<file path="config.mk">
export PLATFORM = sky130hd
export DESIGN_NAME = wf_line_scheduler
export DESIGN_NICKNAME = d
export VERILOG_FILES = /design/src/rtl/wf_pkg.sv /design/src/rtl/wf_row_tracker.sv /design/src/rtl/wf_line_scheduler.sv
export SDC_FILE = /design/constraint.sdc
export NUM_CORES = 1
export LEC_CHECK = 0
export CELL_PAD_IN_SITES_DETAIL_PLACEMENT = 0
export CELL_PAD_IN_SITES_GLOBAL_PLACEMENT = 2
export CORE_MARGIN = 2
export CORE_UTILIZATION = 35
export DETAILED_ROUTE_END_ITERATION = 8
export GPL_TIMING_DRIVEN = 1
export PLACE_DENSITY = 0.88
export SLEW_MARGIN = 0
export SYNTH_ARGS = -nofsm -noshare
export SYNTH_HDL_FRONTEND = slang
export SYNTH_SLANG_ARGS = --single-unit
</file>
<file path="constraint.sdc">
create_clock -name i_pixClk -period 3.3 [get_ports i_pixClk]
set_input_delay 0.66 -clock i_pixClk [delete_from_list [all_inputs] [get_ports i_pixClk]]
set_output_delay 0.66 -clock i_pixClk [all_outputs]
set_load 0.005 [all_outputs]
</file>
<file path="src/rtl/wf_pkg.sv">
// Shared definitions for the waterfall history memory: geometry defaults
// and the line-writer state encoding. Used by the scheduler, the screen
// generator and the BRAM wrapper.
package wf_pkg;

  localparam int WATERFALLSIZE_DEF = 256;
  localparam int LINEWIDTH_DEF     = 1024;
  localparam int LW_BITS_DEF       = $clog2(WATERFALLSIZE_DEF);
  localparam int XW_BITS_DEF       = $clog2(LINEWIDTH_DEF);

  typedef enum logic [1:0] {
    ST_IDLE    = 2'd0,
    ST_WRITE   = 2'd1,
    ST_PENDING = 2'd2
  } wf_state_t;

endpackage

</file>
<file path="src/rtl/wf_row_tracker.sv">
// Display row counter for the waterfall scan-out. Row 0 is the newest line;
// the memory line for a display row is (head - row) modulo the history depth,
// which wraps for free because the depth is a power of two.
module wf_row_tracker
  import wf_pkg::*;
#(
  parameter int LW_BITS = LW_BITS_DEF
) (
  input  logic               i_pixClk,
  input  logic               i_rst_n,
  input  logic               i_wfActive,
  input  logic               i_wf_sync,
  input  logic               i_lineEnd,
  input  logic [LW_BITS-1:0] i_head,
  output logic [LW_BITS-1:0] o_disp_line
);

  logic [LW_BITS-1:0] r_row;

  // Row clears on the pre-waterfall sync line, advances at each displayed line end.
  always_ff @(posedge i_pixClk or negedge i_rst_n) begin
    if (!i_rst_n) begin
      r_row <= '0;
    end else if (i_wf_sync) begin
      r_row <= '0;
    end else if (i_lineEnd && i_wfActive) begin
      r_row <= r_row + 1'b1;
    end
  end

  assign o_disp_line = i_head - r_row;

endmodule

</file>
<file path="src/rtl/wf_line_scheduler.sv">
// Waterfall line scheduler: arbitrates the single BRAM port between the
// display reader (priority while i_wfActive) and the spectrum line writer,
// and keeps the circular head pointer. A finished line is only made visible
// at the frame boundary so a displayed frame never tears.
// Optional feature macro: WF_DECIM_EN (write only 1 of every DECIMATION lines).
module wf_line_scheduler
  import wf_pkg::*;
#(
  parameter int WATERFALLSIZE = WATERFALLSIZE_DEF,
  parameter int LINEWIDTH     = LINEWIDTH_DEF,
  parameter int LW_BITS       = LW_BITS_DEF,
  parameter int XW_BITS       = XW_BITS_DEF,
  parameter int DECIMATION    = 4
) (
  input  logic                       i_pixClk,
  input  logic                       i_rst_n,
  input  logic                       i_wfActive,
  input  logic                       i_wf_sync,
  input  logic                       i_lineEnd,
  input  logic [XW_BITS-1:0]         i_addr_x,
  input  logic                       i_wr_valid,
  input  logic [7:0]                 i_wr_data,
  output logic                       o_wr_ready,
  output logic                       o_mem_en,
  output logic                       o_mem_we,
  output logic [LW_BITS+XW_BITS-1:0] o_mem_addr,
  output logic [7:0]                 o_mem_wdata,
  output logic [LW_BITS-1:0]         o_head,
  output logic                       o_line_pending
);

  localparam logic [LW_BITS-1:0] LINE_MAX = LW_BITS'(WATERFALLSIZE - 1);
  localparam logic [XW_BITS-1:0] COL_MAX  = XW_BITS'(LINEWIDTH - 1);

  wf_state_t          r_state;
  wf_state_t          w_next_state;
  logic [LW_BITS-1:0] r_head;
  logic [LW_BITS-1:0] r_wr_line;
  logic [XW_BITS-1:0] r_col;
  logic               r_sync_d;
  logic [LW_BITS-1:0] w_disp_line;
  logic               w_wr_ready;
  logic               w_line_pending;
  logic               w_sync_rise;
  logic               w_accept;
  logic               w_col_last;
  logic               w_line_done;
  logic               w_skip_line;
  logic               w_wr_mem;

  assign w_sync_rise = i_wf_sync & ~r_sync_d;
  assign w_accept    = w_wr_ready & i_wr_valid;
  assign w_col_last  = (r_col == COL_MAX);
  assign w_line_done = w_accept & w_col_last;
  assign w_wr_mem    = w_accept & ~w_skip_line;

  wf_row_tracker #(
    .LW_BITS (LW_BITS)
  ) u_row_tracker (
    .i_pixClk    (i_pixClk),
    .i_rst_n     (i_rst_n),
    .i_wfActive  (i_wfActive),
    .i_wf_sync   (i_wf_sync),
    .i_lineEnd   (i_lineEnd),
    .i_head      (r_head),
    .o_disp_line (w_disp_line)
  );

`ifdef WF_DECIM_EN
  localparam int DCNT_W = (DECIMATION > 1) ? $clog2(DECIMATION) : 1;

  logic [DCNT_W-1:0] r_dcnt;

  // Count completed input lines; only the line at count 0 reaches memory.
  always_ff @(posedge i_pixClk or negedge i_rst_n) begin
    if (!i_rst_n) begin
      r_dcnt <= '0;
    end else if (w_line_done) begin
      r_dcnt <= (r_dcnt == DCNT_W'(DECIMATION - 1)) ? '0 : r_dcnt + 1'b1;
    end
  end

  assign w_skip_line = (r_dcnt != '0);
`else
  // Every line is written; DECIMATION has no effect in this build.
  assign w_skip_line = 1'b0 & (DECIMATION > 0);
`endif

  // Writer FSM state register.
  always_ff @(posedge i_pixClk or negedge i_rst_n) begin
    if (!i_rst_n) begin
      r_state <= ST_IDLE;
    end else begin
      r_state <= w_next_state;
    end
  end

  // Writer FSM next state; skipped (decimated) lines never wait for a swap.
  always_comb begin
    w_next_state = r_state;
    case (r_state)
      ST_IDLE:    w_next_state = ST_WRITE;
      ST_WRITE:   if (w_line_done && !w_skip_line) w_next_state = ST_PENDING;
      ST_PENDING: if (w_sync_rise) w_next_state = ST_WRITE;
      default:    w_next_state = ST_IDLE;
    endcase
  end

  // Writer FSM outputs; ready drops combinationally as soon as the display takes the port.
  always_comb begin
    w_wr_ready     = 1'b0;
    w_line_pending = 1'b0;
    case (r_state)
      ST_WRITE:   w_wr_ready     = ~i_wfActive;
      ST_PENDING: w_line_pending = 1'b1;
      default:    ;
    endcase
  end

  // Column counter, and head/write-line swap at the frame boundary.
  always_ff @(posedge i_pixClk or negedge i_rst_n) begin
    if (!i_rst_n) begin
      r_head    <= '0;
      r_wr_line <= LW_BITS'(1);
      r_col     <= '0;
      r_sync_d  <= 1'b0;
    end else begin
      r_sync_d <= i_wf_sync;
      if (w_accept) begin
        r_col <= w_col_last ? '0 : r_col + 1'b1;
      end
      if ((r_state == ST_PENDING) && w_sync_rise) begin
        r_head    <= r_wr_line;
        r_wr_line <= (r_wr_line == LINE_MAX) ? '0 : r_wr_line + 1'b1;
      end
    end
  end

  // Registered memory port: display read wins; a write can only occur when inactive.
  always_ff @(posedge i_pixClk or negedge i_rst_n) begin
    if (!i_rst_n) begin
      o_mem_en    <= 1'b0;
      o_mem_we    <= 1'b0;
      o_mem_addr  <= '0;
      o_mem_wdata <= '0;
    end else if (i_wfActive) begin
      o_mem_en   <= 1'b1;
      o_mem_we   <= 1'b0;
      o_mem_addr <= {w_disp_line, i_addr_x};
    end else if (w_wr_mem) begin
      o_mem_en    <= 1'b1;
      o_mem_we    <= 1'b1;
      o_mem_addr  <= {r_wr_line, r_col};
      o_mem_wdata <= i_wr_data;
    end else begin
      o_mem_en <= 1'b0;
      o_mem_we <= 1'b0;
    end
  end

  assign o_wr_ready     = w_wr_ready;
  assign o_line_pending = w_line_pending;
  assign o_head         = r_head;

endmodule

</file>
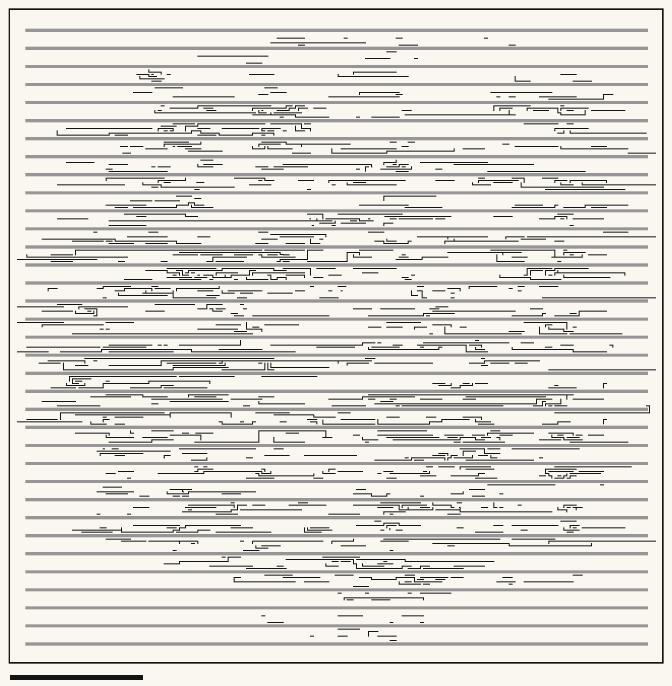
**Above:** run 1 (metal 1).
Scale bar: 20 um. Supply wires on this layer in gray.
- nets with wire on the layer: 360
- wire length on this layer: 3600 um
met1 Use GR: 22.17%
final WL: 7353 um
routed vias: 2403

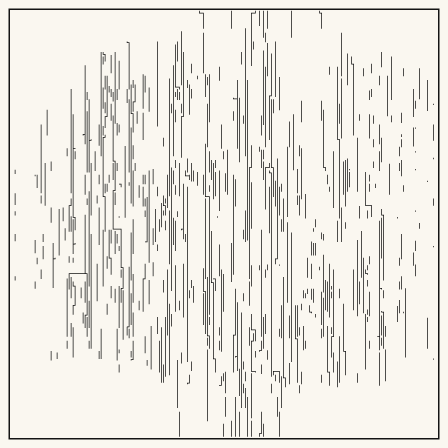
**Above:** run 1 (metal 2).
- main direction: vertical
- wire length on this layer: 3340 um
- share of all routed wire: 45%
- longest straight run: 46.8 um
- nets with wire on the layer: 342
M2 GR Usage: 24.55%

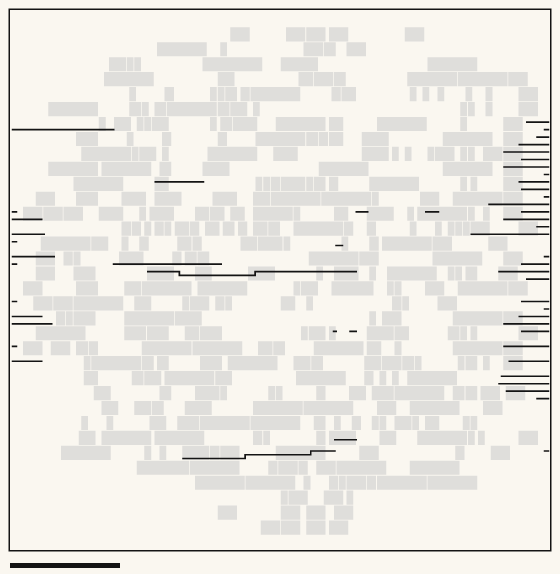
**Above:** run 1 (metal 3).
Scale bar: 20 um. Cells faint in the background.
- share of all routed wire: 4.6%
- main direction: horizontal
GR Util met3: 4.653%

## run 1: per-layer routing
layer,share of wire [%],GRT usage [%],up-vias
met5,0,0,-
met4,1.1,5.058,0
met3,4.5,4.653,8
met2,45,24.55,58
met1,49,22.17,1167
li1,-,-,1170
## run 1: critical path, delay by kind of cell
kind,cells,cell delay (ps)
buffers and inverters,2,990
AND/OR/NAND/NOR,1,210
## run 1: cells in the final DEF (no fill, tap or decap), types with 8 or more instances in the layout
master / Yosys / routed
dfrtp_1: 64 / 64
clkdlybuf4s50_1: 0 / 60
nand2_1: 53 / 53
nor2_1: 30 / 30
o21ai_0: 20 / 20
xnor2_1: 16 / 16
inv_1: 12 / 12
clkbuf_8: 0 / 12
mux2_2: 11 / 11
ha_1: 10 / 10
a21oi_1: 8 / 8
==> summary.txt, run 1 <==
run metrics: Non-clk invs=13, synth unique cells=~42, clock network power share=between 30% and 40%, max-cap viol count=0, first-pass GRT wire length=12390 um, Die Span X=about 98 um, Ports=roughly 62, WL/cell=approximately 15 um, Clk Latency, worst-skew pair=around 340 ps, DRT Pass-1 Iters=4, P_clk=approximately 720 uW, Worst R2R End=o_mem_addr[16]$_DFFE_PN0P_, top cells by count=64 x dfrtp_1, 53 x nand2_1, 30 x nor2_1, Sw Share=between 20% and 30%, Clock buf/inv share=5.286%, Comb pwr share=12.7%, Leak Pwr=around 1.8 nW, data arrival time of the worst path=roughly 1900 ps, Top non-seq family=simple AND/OR/NAND/NOR gates, largest power group=sequential cells, CP Capture Point=o_wr_ready, largest net degree at the start of global routing=~41, R2R Setup Slk=around 1200 ps, Critical Path RT=between 2000 and 3000 ps, status=finished clean, layout cell share with drive strength beyond 1=11.90%, Power Sequential=roughly 930 uW, CP startpoint=i_wfActive, DIE AREA=between 9000 and 10000 sq um, Seq pwr share=about 49%, Non-clk bufs=slightly below 70, Final nets=approximately 410, clock sink total=between 60 and 70, main flop type=dfrtp_1, Synth Register Bits=~65, final instance area=4071 sq um, Adder Share, Synth=~4.7%, area delta synth->final=30.89%, P_comb=around 240 uW, biggest regs=o_mem_addr x18, r_col x10, initial antenna violation count=0, Simple-Gate Area Share=between 10% and 20%, crit-path max FO=2, dpl hpwl=5280 um, max-slew violations=0, Peak VDD IR=around 190 uV, Top-area cell share=between 50 and 60%, max reg flops=18, #MultiIn Comb=216, post-layout min period=about 2500 ps, Num CTS Buffers=9, CTS tree=done, Cell area leaders=dfrtp_1 51%, nand2_1 6.4%, xnor2_1 4.5%, core area=just under 9000 sq um, DIE HEIGHT=approximately 98 um, Yosys Warn Count=0
**Run 1: clock routing**

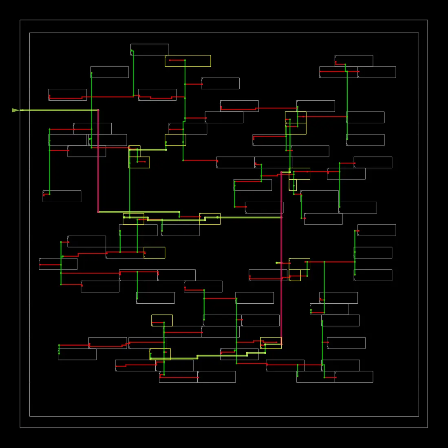

## Run 2: what changed since run 1
--- a/config.mk
+++ b/config.mk
@@ -8,10 +8,10 @@
 export CELL_PAD_IN_SITES_DETAIL_PLACEMENT = 0
 export CELL_PAD_IN_SITES_GLOBAL_PLACEMENT = 2
 export CORE_MARGIN = 2
-export CORE_UTILIZATION = 35
+export CORE_UTILIZATION = 29
 export DETAILED_ROUTE_END_ITERATION = 8
 export GPL_TIMING_DRIVEN = 1
-export PLACE_DENSITY = 0.88
+export PLACE_DENSITY = 0.78
 export SLEW_MARGIN = 0
 export SYNTH_ARGS = -nofsm -noshare
 export SYNTH_HDL_FRONTEND = slang
==> constraint.sdc (replaced) <==
create_clock -name i_pixClk -period 2 [get_ports i_pixClk]
set_input_delay 0.4 -clock i_pixClk [delete_from_list [all_inputs] [get_ports i_pixClk]]
set_output_delay 0.4 -clock i_pixClk [all_outputs]
set_load 0.005 [all_outputs]
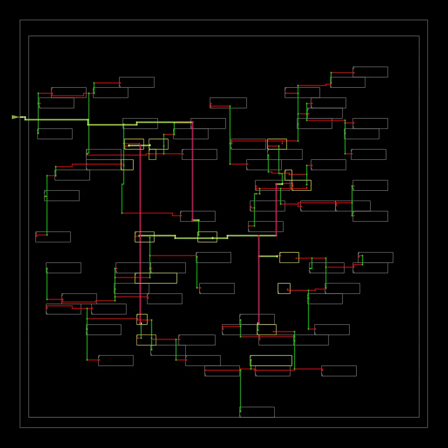
**Above:** run 2 (clock routing).
Worst Clk Skew: 10.81 ps
P_clk: 1.24 mW

==> summary.txt, run 2 <==
run metrics: Ports=62 (unchanged), Synth Register Bits=65 (unchanged), Worst R2R End=o_mem_addr[15]$_DFFE_PN0P_, Die Span X=107.6 um (+9.5%), Top-area cell share=51.49% (unchanged), data arrival time of the worst path=2170 ps (+320 ps), Top Metal Used=met4, max-cap viol count=0 (unchanged), Commonest Layout Cell=dfrtp_1, DIE AREA=11570 sq um (+20%), Sw Share=25.96% (+0.45 points), Num CTS Buffers=9 (unchanged), layout cell share with drive strength beyond 1=17.79% (+5.9 points), Cell area leaders=dfrtp_1 51%, nand2_1 6.4%, xnor2_1 4.5%, WL/cell=14.36 um (-5.1%), GR Util met3=2.663% (-2.0 points), Leak Pwr=1.899 nW (+6.3%), Seq pwr share=48.0% (-1.1 points), crit-path max FO=3 (+1), Crit path depth=6 (+3), Clock buf/inv share=5.089% (-0.20 points), most frequent cells in the layout=63 x dfrtp_1, 59 x clkdlybuf4s50_1, 53 x nand2_1, core area=10370 sq um (+19%), met1 Use GR=20.08% (-2.1 points), max-slew violations=0 (unchanged), Non-clk bufs=89 (+31%), Peak VDD IR=300.6 uV (+54%), R2R Setup Slk=70 ps (-1140 ps), status=finished clean, clock network power share=38.9% (+0.8 points), synth unique cells=42 (unchanged), first-pass GRT wire length=12810 um (+3.5%), post-layout min period=1930 ps, Yosys Warn Count=0 (unchanged), max reg flops=18 (unchanged), wire length on met3=393 um (+18%), clock sink total=65 (unchanged), crit-path leading delay family=AND-OR/OR-AND gates, M2 GR Usage=21.70% (-2.9 points), main flop type=dfrtp_1, final instance area=4303 sq um (+5.7%), area delta synth->final=38.33%, Critical Path RT=2240 ps (-400 ps), final WL=7681 um (+4.5%), Most Crowded Layer GR=met2, dpl hpwl=5620 um (+6.4%), top cells by count=64 x dfrtp_1, 53 x nand2_1, 30 x nor2_1, Final nets=429 (+5.1%), Met2 Wirelength=3331 um (-0.18%), #MultiIn Comb=216 (unchanged)
-- run 2: power groups by stage --
stage	sequential (mW)	combinational, mW	clock, mW
finish	1.53	0.419	1.24
global route	1.55	0.472	1.34
CTS	1.53	0.429	1.28
detailed placement	1.55	0.427	0
global placement	1.55	0.423	0
floorplan	1.53	0.170	0
-- run 2: cell families (layout without fill, tap and decap cells) --
logic type,after synthesis,count (layout),share of synthesized area [%]
flip-flops,65,65,52.33
adder cells (fa/ha/maj),11,11,4.666
buffers and inverters,23,118,3.137
multiplexers,18,18,6.235
AND/OR/NAND/NOR,117,117,18.30
AND-OR/OR-AND,48,48,9.131
XOR/XNOR,22,22,6.195
-- run 2: timing repair --
action                                  4_1_cts  5_1_grt
gates resized                                 2        4
setup buffers                                 0        1
cloned                                        0        0
endpoints found under the setup margin        2        4
pin swaps                                     0        3
Power figures rest on the tool's default switching activity, not on a simulated workload.
